[src/rtl/fpu_wb_stage.sv]
// FP writeback stage: saturates overflow, builds fflags, queues mul/add results in issue order (FPU_WB_FLUSH_EN adds flush_i).
// Latency: multiply enqueues in its issue cycle, add one cycle later; an entry shows on wb_* the cycle after it is written.
// Backpressure: issue_ready_o depends on registers only and reserves room for a pending add plus a new multiply.
module fpu_wb_stage #(
  parameter int DEPTH = 4,
  parameter int RD_W  = 5
) (
  input  logic            clk_i,
  input  logic            rst_i,
  input  logic            issue_valid_i,
  output logic            issue_ready_o,
  input  logic            issue_unit_i,
  input  logic [RD_W-1:0] issue_rd_i,
  input  logic [31:0]     mul_result_i,
  input  logic            mul_overflow_i,
  input  logic [31:0]     alu_result_i,
  input  logic            alu_overflow_i,
  output logic            wb_valid_o,
  input  logic            wb_ready_i,
  output logic [RD_W-1:0] wb_rd_o,
  output logic [31:0]     wb_data_o,
  output logic [4:0]      wb_fflags_o,
  output logic [4:0]      fflags_acc_o,
  input  logic            fflags_clr_i
`ifdef FPU_WB_FLUSH_EN
  ,
  input  logic            flush_i
`endif
);

  localparam int PW = (DEPTH > 1) ? $clog2(DEPTH) : 1;
  localparam int CW = $clog2(DEPTH + 1);
  localparam int LAST_I = DEPTH - 1;
  localparam logic [PW-1:0] LAST_PTR = LAST_I[PW-1:0];
  localparam logic [CW:0]   DEPTH_C  = DEPTH[CW:0];

  typedef struct packed {
    logic [RD_W-1:0] rd;
    logic [31:0]     data;
    logic [4:0]      flags;
  } entry_t;

  entry_t          mem_q [DEPTH];
  entry_t          mem_d [DEPTH];
  logic [PW-1:0]   wptr_q, wptr_d, rptr_q, rptr_d;
  logic [CW-1:0]   count_q, count_d;
  logic [CW:0]     count_sum;
  logic [CW:0]     occ;
  logic            alu_pend_valid_q, alu_pend_valid_d;
  logic [RD_W-1:0] alu_pend_rd_q, alu_pend_rd_d;
  logic [4:0]      fflags_acc_q, fflags_acc_d;
  logic            iss, push_alu, push_mul, pop, flush;
  entry_t          head;

  // Overflow saturates to infinity of the same sign and raises OF|NX.
  function automatic entry_t form_entry(input logic [RD_W-1:0] rd,
                                        input logic [31:0] res,
                                        input logic ovf);
    entry_t e;
    e.rd    = rd;
    e.data  = ovf ? {res[31], 8'hFF, 23'd0} : res;
    e.flags = ovf ? 5'b00101 : 5'b00000;
    return e;
  endfunction

  function automatic logic [PW-1:0] ptr_inc(input logic [PW-1:0] p);
    return (p == LAST_PTR) ? '0 : p + PW'(1);
  endfunction

`ifdef FPU_WB_FLUSH_EN
  assign flush = flush_i;
`else
  assign flush = 1'b0;
`endif

  assign occ           = {1'b0, count_q} + {{CW{1'b0}}, alu_pend_valid_q};
  assign issue_ready_o = occ < DEPTH_C;
  assign iss           = issue_valid_i & issue_ready_o;
  assign push_alu      = alu_pend_valid_q;
  assign push_mul      = iss & ~issue_unit_i;

  assign head         = mem_q[rptr_q];
  assign wb_valid_o   = (count_q != '0);
  assign wb_rd_o      = wb_valid_o ? head.rd    : '0;
  assign wb_data_o    = wb_valid_o ? head.data  : '0;
  assign wb_fflags_o  = wb_valid_o ? head.flags : '0;
  assign fflags_acc_o = fflags_acc_q;
  assign pop          = wb_valid_o & wb_ready_i & ~flush;

  always_comb begin
    mem_d            = mem_q;
    wptr_d           = wptr_q;
    rptr_d           = rptr_q;
    alu_pend_valid_d = iss & issue_unit_i;
    alu_pend_rd_d    = (iss & issue_unit_i) ? issue_rd_i : alu_pend_rd_q;
    fflags_acc_d     = fflags_acc_q;

    // The older add result takes wptr so the multiply lands behind it.
    if (push_alu) begin
      mem_d[wptr_q] = form_entry(alu_pend_rd_q, alu_result_i, alu_overflow_i);
      wptr_d        = ptr_inc(wptr_d);
    end
    if (push_mul) begin
      mem_d[wptr_d] = form_entry(issue_rd_i, mul_result_i, mul_overflow_i);
      wptr_d        = ptr_inc(wptr_d);
    end
    if (pop) begin
      rptr_d = ptr_inc(rptr_q);
    end

    count_sum = {1'b0, count_q} + {{CW{1'b0}}, push_alu} + {{CW{1'b0}}, push_mul}
              - {{CW{1'b0}}, pop};
    count_d   = count_sum[CW-1:0];

    if (pop) begin
      fflags_acc_d = (fflags_clr_i ? 5'b00000 : fflags_acc_q) | wb_fflags_o;
    end else if (fflags_clr_i) begin
      fflags_acc_d = '0;
    end

    if (flush) begin
      count_d          = '0;
      wptr_d           = '0;
      rptr_d           = '0;
      alu_pend_valid_d = 1'b0;
    end
  end

  always_ff @(posedge clk_i) begin
    if (rst_i) begin
      count_q          <= '0;
      wptr_q           <= '0;
      rptr_q           <= '0;
      alu_pend_valid_q <= 1'b0;
      alu_pend_rd_q    <= '0;
      fflags_acc_q     <= '0;
    end else begin
      count_q          <= count_d;
      wptr_q           <= wptr_d;
      rptr_q           <= rptr_d;
      alu_pend_valid_q <= alu_pend_valid_d;
      alu_pend_rd_q    <= alu_pend_rd_d;
      fflags_acc_q     <= fflags_acc_d;
    end
  end

  // Storage needs no reset: outputs are gated by count while empty.
  always_ff @(posedge clk_i) begin
    mem_q <= mem_d;
  end

  always_ff @(posedge clk_i) begin
    if (!rst_i) begin
      assert (count_sum <= DEPTH_C);
    end
  end

endmodule

[config.mk]
export PLATFORM = sky130hd
export DESIGN_NAME = fpu_wb_stage
export DESIGN_NICKNAME = d
export VERILOG_FILES = /design/src/rtl/fpu_wb_stage.sv
export SDC_FILE = /design/constraint.sdc
export NUM_CORES = 1
export LEC_CHECK = 0
export ABC_AREA = 1
export CAP_MARGIN = 20
export CORE_ASPECT_RATIO = 1.5
export CORE_UTILIZATION = 60
export CTS_CLUSTER_DIAMETER = 80
export DETAILED_ROUTE_END_ITERATION = 10
export PLACE_DENSITY = 0.86
export SYNTH_ARGS = -nofsm -noshare
export SYNTH_HDL_FRONTEND = slang
export SYNTH_SLANG_ARGS = --single-unit
[constraint.sdc]
create_clock -name clk_i -period 3.9 [get_ports clk_i]
set_input_delay 0.585 -clock clk_i [delete_from_list [all_inputs] [get_ports clk_i]]
set_output_delay 0.585 -clock clk_i [all_outputs]
set_load 0.02 [all_outputs]
**Gate-type map**

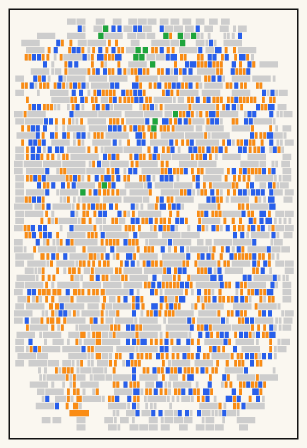
Key: AND and OR gates = green [cells 16, most used or2_2, where top centre]; inverting AOI/OAI gates = blue [cells 396, most used o21ai_0, where spread over the die]; NAND gates = orange [cells 722, most used nand2_1, where spread over the die]
logic share of the area: 46.1%
final std cells w/o fill: 1978
Commonest Layout Cell: nand2_1

**Routed metal, one colour a layer**

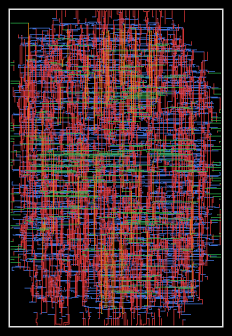
Key: metal 3 = green [wire length 2430 um]; metal 4 = orange [wire length 1350 um]; metal 2 = red [wire length 15100 um]; metal 1 = blue [wire length 11900 um]
DR vias: 11000
Final Routed Wirelength: 30.8 mm
DR WL/cell: 15.6 um

**M2 wires**

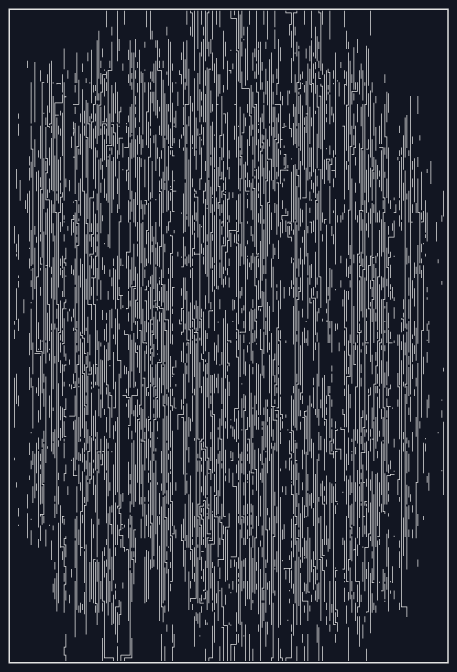
1287 nets have wire on it. The layer carries 15100 um of wire.
M2 GR Usage: 60.0%

**Routing congestion**

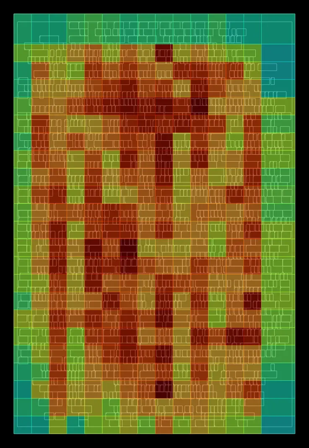
gr usage total: 35.1%
met1 usage: 41.3%
GR Util met3: 5.87%
fin util: 71.9%

[sequential cells by signal (all words and copies together) (netlist names)]
| register | count |
|---|---|
| alu_pend_rd_q | 5 |
| mem_q | 168 |
| count_q | 3 |
| fflags_acc_o | 5 |
| alu_pend_valid_q | 1 |
| rptr_q | 2 |
| wptr_q | 2 |
[area by class of cell]
type / count / share of cell area, %
Clock inverter: 12 / 1.05
Tap cell: 210 / 2.16
Sequential cell: 186 / 30.7
Inverter: 141 / 4.36
Clock buffer: 20 / 3.68
Multi-Input combinational cell: 1262 / 46.1
Timing Repair Buffer: 147 / 12.0
[synthesized netlist by cell type, drive strengths merged]
cell / instances / area [um^2]
a21oi: 76 / 380
buf: 66 / 387
clkbuf: 56 / 214
clkinv: 2 / 7.51
dfxtp: 186 / 3720
fa: 1 / 20.0
ha: 13 / 163
inv: 139 / 522
nand2: 703 / 2640
nand3: 16 / 80.1
nand4: 3 / 25.0
nor2: 113 / 489
o211ai: 31 / 233
o21ai: 289 / 1450
or2: 16 / 100
xor2: 1 / 8.76
[through the flow]
step                cell area [um^2]  instances  worst slack, ns  hold slack, ns
floorplan                      10400       1711             1.23           0.423
global placement               11600       1946             1.19           0.432
detailed placement             11600       1946             1.13           0.437
CTS                            12200       1978            0.746           0.447
global route                   12200       1978            0.588           0.462
finish                         12200       1978            0.714           0.447
[cell families after synthesis]
logic type,Yosys count
DFF,186
xor gates and xnor gates,1
AOI/OAI and AO/OA,396
and+or+nand+nor,851
buffers and inverters,263
adders and majority gates,14
[worst max-delay path: cells and delay by family, from the launching register on]
kind / cells / cell delay, ns
buf+inv: 3 / 1.13
flops: 1 / 0.70
compound gates: 2 / 0.31
==> results.sh <==
# yosys + openroad results
export IMPL_area_delta_synth_final_pct=16.4
export IMPL_drive_gt1_share_pct=4.52
export IMPL_top_logic_kind="simple AND/OR/NAND/NOR gates"
export IMPL_compound_area_share_pct=19.7
export IMPL_met1Wirelength_mm=11.9
export IMPL_maxSlewHeadroom_pct=27.8
export IMPL_combPwrFrac_pct=45.9
export IMPL_fp_util_pct=61.8
export IMPL_skew_ns=0.0128
export IMPL_ys_cells=1711
export IMPL_numSynthFlops=186
export IMPL_highest_layer="met4"
export IMPL_powerDensity_nw_per_um2=754
export IMPL_max_freq_ghz=0.314
export IMPL_p_seq_share_pct=35.3
export IMPL_path_clk_slew_ns=0.08
export IMPL_cts_sinks=186
export IMPL_status="finished, final reports clean"
export IMPL_cts_buffer_depth=2
export IMPL_reg2reg_to="count_q[2]"
export IMPL_cp_slowest_cell="dfxtp_4"
export IMPL_grt_pass1_vias=10300
export IMPL_port_buffers=125
export IMPL_startpoint_type="flop"
export IMPL_rsz0062_at_grt="no"
export IMPL_postSynthSeqShare_pct=35.7
export IMPL_min_to="mem_q[43]"
export IMPL_cts_tree="built"
export IMPL_mux_share_pct=0
export IMPL_cts_repair_resize_count=0
export IMPL_chipWidth_um=110
export IMPL_die_y_um=164
export IMPL_die_area_um2=17900
export IMPL_cp_end_kind="output port"
export IMPL_rr_worst_depth=13
export IMPL_grt_pass1_wl_mm=49.5
export IMPL_clock_latency_late_pin_ns=0.43
export IMPL_final_cell_mix="699 x nand2_1, 275 x o21ai_0, 184 x dfxtp_1, 136 x inv_1, 125 x clkdlybuf4s50_1"
export IMPL_top_power_group="combinational cells"
